### The clock network

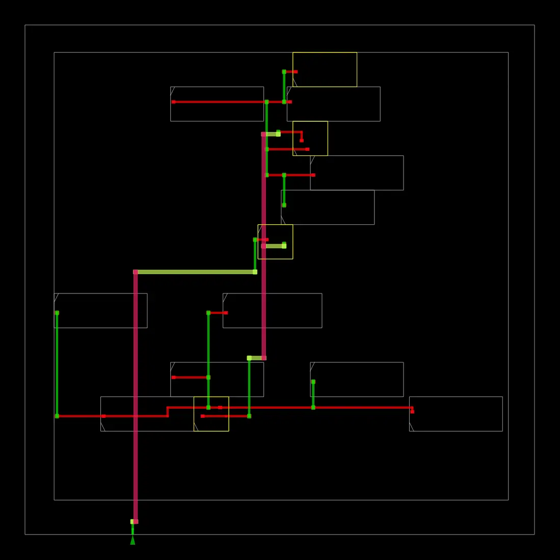
### Placement by cell class

Fill, decap, tap and diode cells in gray.
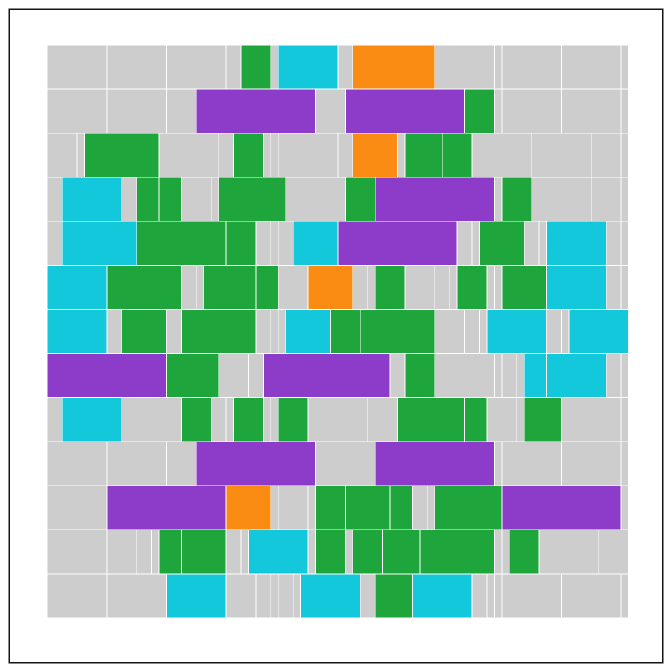
==> config.mk <==
export PLATFORM = sky130hd
export DESIGN_NAME = enc4to2_latch
export DESIGN_NICKNAME = d
export VERILOG_FILES = /design/src/rtl/enc4to2_latch_pkg.sv /design/src/rtl/enc4to2_latch_prio_enc4.sv /design/src/rtl/enc4to2_latch.sv
export SDC_FILE = /design/constraint.sdc
export NUM_CORES = 1
export LEC_CHECK = 0
export CAP_MARGIN = 20
export CORE_MARGIN = 2
export CORE_UTILIZATION = 38
export CTS_CLUSTER_DIAMETER = 80
export DETAILED_ROUTE_END_ITERATION = 10
export GPL_TIMING_DRIVEN = 0
export PLACE_DENSITY = 0.67
export SYNTH_ARGS = -nofsm -noshare
export SYNTH_HDL_FRONTEND = slang
export SYNTH_SLANG_ARGS = --single-unit
==> constraint.sdc <==
create_clock -name clk -period 1.6 [get_ports clk]
set_input_delay 0.16 -clock clk [delete_from_list [all_inputs] [get_ports clk]]
set_output_delay 0.16 -clock clk [all_outputs]
set_load 0.01 [all_outputs]
==> src/rtl/enc4to2_latch_pkg.sv <==
// Shared definitions for the latching 4-to-2 priority encoder: state encodings,
// widths, the captured-request payload and a small popcount helper.
package enc4to2_latch_pkg;

    localparam int unsigned REQ_W     = 4;
    localparam int unsigned IDX_W     = 2;
    localparam int unsigned POP_W     = 3;
    localparam int unsigned CNT_W_DEF = 4;

    typedef enum logic [1:0] {
        ST_IDLE    = 2'd0,
        ST_HOLD    = 2'd1,
        ST_RELEASE = 2'd2,
        ST_UNUSED  = 2'd3
    } state_e;

    typedef struct packed {
        logic [IDX_W-1:0] idx;
        logic             multi;
    } capture_t;

    function automatic logic [POP_W-1:0] popcount4(input logic [REQ_W-1:0] v);
        logic [POP_W-1:0] n;
        n = '0;
        for (int i = 0; i < int'(REQ_W); i++) begin
            n = n + POP_W'(v[i]);
        end
        return n;
    endfunction

endpackage

==> src/rtl/enc4to2_latch_prio_enc4.sv <==
// Combinational 4-input priority encoder: bit 3 wins; also flags any/multiple requests.
module prio_enc4
    import enc4to2_latch_pkg::*;
(
    input  logic [REQ_W-1:0] d_i,
    output logic [IDX_W-1:0] idx_c,
    output logic             any_c,
    output logic             multi_c
);

    always_comb begin
        idx_c = 2'd0;
        if (d_i[3]) begin
            idx_c = 2'd3;
        end else if (d_i[2]) begin
            idx_c = 2'd2;
        end else if (d_i[1]) begin
            idx_c = 2'd1;
        end
    end

    assign any_c   = |d_i;
    assign multi_c = (popcount4(d_i) > POP_W'(1));

endmodule

==> src/rtl/enc4to2_latch.sv <==
// Registered priority encoder with capture latching, ack handshake and a
// release-before-rearm guard so a held request is reported only once.
module enc4to2_latch
    import enc4to2_latch_pkg::*;
#(
    parameter int unsigned CNT_W = CNT_W_DEF
) (
    input  logic             clk,
    input  logic             rst,
    input  logic             en,
    input  logic [REQ_W-1:0] d_in,
    input  logic             ack,
    output logic [IDX_W-1:0] enc_out,
    output logic             valid,
    output logic             multi,
    output logic [CNT_W-1:0] evt_cnt
);

    state_e           state_q, state_d;
    capture_t         cap_q, cap_d;
    logic             valid_q, valid_d;
    logic [CNT_W-1:0] cnt_q, cnt_d;

    logic [IDX_W-1:0] idx_c;
    logic             any_c;
    logic             multi_c;

    prio_enc4 u_prio (
        .d_i     (d_in),
        .idx_c   (idx_c),
        .any_c   (any_c),
        .multi_c (multi_c)
    );

    always_ff @(posedge clk) begin
        if (rst) begin
            state_q <= ST_IDLE;
            cap_q   <= '0;
            valid_q <= 1'b0;
            cnt_q   <= '0;
        end else begin
            state_q <= state_d;
            cap_q   <= cap_d;
            valid_q <= valid_d;
            cnt_q   <= cnt_d;
        end
    end

    // Next-state: captures only from IDLE; RELEASE waits for all lines low.
    always_comb begin
        state_d = state_q;
        cap_d   = cap_q;
        valid_d = valid_q;
        cnt_d   = cnt_q;
        case (state_q)
            ST_IDLE: begin
                if (en && any_c) begin
                    cap_d.idx   = idx_c;
                    cap_d.multi = multi_c;
                    valid_d     = 1'b1;
                    cnt_d       = cnt_q + CNT_W'(1);
                    state_d     = ST_HOLD;
                end
            end
            ST_HOLD: begin
                if (ack) begin
                    valid_d = 1'b0;
                    state_d = ST_RELEASE;
                end
            end
            ST_RELEASE: begin
                if (!any_c) begin
                    state_d = ST_IDLE;
                end
            end
            default: begin
                valid_d = 1'b0;
                state_d = ST_IDLE;
            end
        endcase
    end

    assign enc_out = cap_q.idx;
    assign multi   = cap_q.multi;
    assign valid   = valid_q;
    assign evt_cnt = cnt_q;

endmodule
==> run_results.csv <==
group,metric,value,unit
outcome,outcome,"finished clean",
final_timing,hold_viol,0,
setup_path,r2r_start,"state_q[1]",
power_and_ir_drop,comb-power,127,uW
synthesis,syn_area_per_cell,8.758,sq um
synthesis,top_cell_area_share,0.4010,
power_and_ir_drop,power_leader,"registers",
drt,routed.top_layer,"met4",
synthesis,flop_cell,"dfxtp_1",
power_and_ir_drop,power_leakage,0.0002871,uW
synthesis,ys_cells,57,
clock_tree,clkTransAtPathRegs,0.07,ns
floorplanning,coreArea,0.001269,sq mm
floorplanning,rows,13,
min_path,hp-start,"d_in[1]",
setup_path,required,1.79,ns
drt,drcViolationCount,0,
cells_and_area,layout_top_cells,"14 x clkdlybuf4s50_1, 9 x dfxtp_1, 7 x a21oi_1",
setup_path,critPathArrivalTime,1.74,ns
global_route,antenna_found_initial,0,
global_route,track_usage,0.1772,
clock_tree,clock-root-buffer,"clkbuf_4",
synthesis,synth.top_cells.by_count,"10 x dfxtp_1, 7 x a21oi_1, 5 x o21ai_0",
drt,dr_wl_met3,56,um
setup_path,endpoint,"evt_cnt[3]",
synthesis,netlist_top_cells_area,"dfxtp_1 40%, ha_1 10%, a21oi_1 7.0%, o21ai_0 5.0%, nand3_1 4.0%",
synthesis,synth-warning-count,0,
setup_path,critical_path_depth,4,
synthesis,postSynthSeqShare,0.4010,
setup_path,crit_path_end_kind,"flip-flop",
drt,vias,498,
setup_path,cp-start-kind,"primary input",
synthesis,postSynthCellCount,57,
cells_and_area,num_antenna_cells,0,
power_and_ir_drop,power.density,867.8,mW/mm^2
power_and_ir_drop,peakVddDrop,0.0005508,V
drt,dr.first_iter.drc_count,4,
power_and_ir_drop,p_sw_frac,0.2479,
global_route,overflow,0,
power_and_ir_drop,clockPowerShare,0.356,
power_and_ir_drop,seq-power,283,uW
setup_path,cpLargestDelayFamily,"simple AND/OR/NAND/NOR gates",
synthesis,synth_cell_types,24,
final_timing,drv_slew,0,
final_timing,hold_ws,0.2930,ns
global_route,grt_pass1_wl,1.800,mm
floorplanning,die_h,40.25,um
min_path,holdPathStages,3,
clock_tree,clockBufferDepth,2,
cells_and_area,drive_gt1_frac,0.1711,
global_route,grt_pass1_vias,435,
synthesis,syn-cell-area,499.2,sq um
final_timing,slew_headroom,0.6854,
floorplanning,chipArea,0.001620,sq mm
synthesis,edf_count,0,
drt,drtPass1Iterations,4,
cells_and_area,layout_top_cell,"clkdlybuf4s50_1",
power_and_ir_drop,powerClk,226,uW
run,cap_violations,0,
drt,wl_per_cell,11.37,um
final_timing,period_needed,1.548,ns
place,dpl.hpwl,749.4,um
cells_and_area,stdcell_area,732.0,sq um
clock_tree,cts_hold_buf,0,
floorplanning,initial_utilization,0.3935,
power_and_ir_drop,pwr-share-seq,0.445,
final_timing,period_used_share,0.9677,
power_and_ir_drop,p_comb_frac,0.199,
## Picture notes: 'The clock network'
clk_buf instances: 4
Clock Skews: 0.005553 ns
TritonCTS buffer count: 3
CTS Sinks: 10

## Picture notes: 'Placement by cell class'
legend:
  clock drivers and dummy loads:
    color: orange
    cells: 4
    share_of_their_area: 5.1%
  other buffers and delay cells:
    color: cyan
    cells: 18
    share_of_their_area: 24%
  combinational and other logic:
    color: green
    cells: 44
    share_of_their_area: 43%
  flops:
    color: purple
    cells: 10
    share_of_their_area: 28%

[stage by stage]
stage / total power (uW) / setup slack (ns) / instances / setup TNS, ns
finish: 635.2 / 0.05176 / 91 / 0
global route: 674.7 / 0.001690 / 91 / 0
CTS: 640.4 / 0.04067 / 89 / 0
detailed placement: 410.7 / -0.4784 / 87 / -2.803
global placement: 407.7 / -0.4496 / 87 / -2.464
floorplan: 346.8 / 0.1019 / 57 / 0
[flip-flops by register name, summed over array words and instances (netlist names)]
register  cells
evt_cnt       4
enc_out       2
state_q       2
multi         1
valid         1
[timing repair]
action | CTS | global route
buffers inserted | 0 | 2
endpoints found under the hold margin | 0 | 0
setup endpoints to repair | 5 | 5
pin swaps | 0 | 1
gates cloned | 0 | 0
gates resized | 3 | 4
[logic make-up after synthesis]
logic type / Yosys count / share of synthesized area
AOI/OAI and AO/OA: 18 / 0.2130
and+or+nand+nor: 17 / 0.2080
DFF: 10 / 0.4010
buffers and inverters: 7 / 0.05513
adders and majority gates: 4 / 0.1003
muxes: 1 / 0.02255
[cell type report]
class | count | area (sq um) | area share
flip-flops and latches | 10 | 201.4 | 0.2752
plain buffers | 1 | 3.754 | 0.005128
multi-input cells | 40 | 289.0 | 0.3949
repair buffers | 17 | 167.7 | 0.2291
clock buffers | 4 | 36.28 | 0.04957
inverters | 4 | 15.01 | 0.02051
well taps | 15 | 18.77 | 0.02564
[worst register-to-register path, cell delays in order, from the launching register on]
cell and delay (ns):
dfxtp_2 0.35, or3b_4 0.44, or4_1 0.51, a21oi_1 0.15
[layer usage]
| metal | GRT usage | up-vias |
|---|---|---|
| li1 | - | 248 |
| met2 | 0.2702 | 17 |
| met5 | 0 | - |
| met3 | 0.03333 | 5 |
| met4 | 0.1500 | 0 |
| met1 | 0.2121 | 228 |
No activity file was given, so power comes from the tool's default toggle rates.
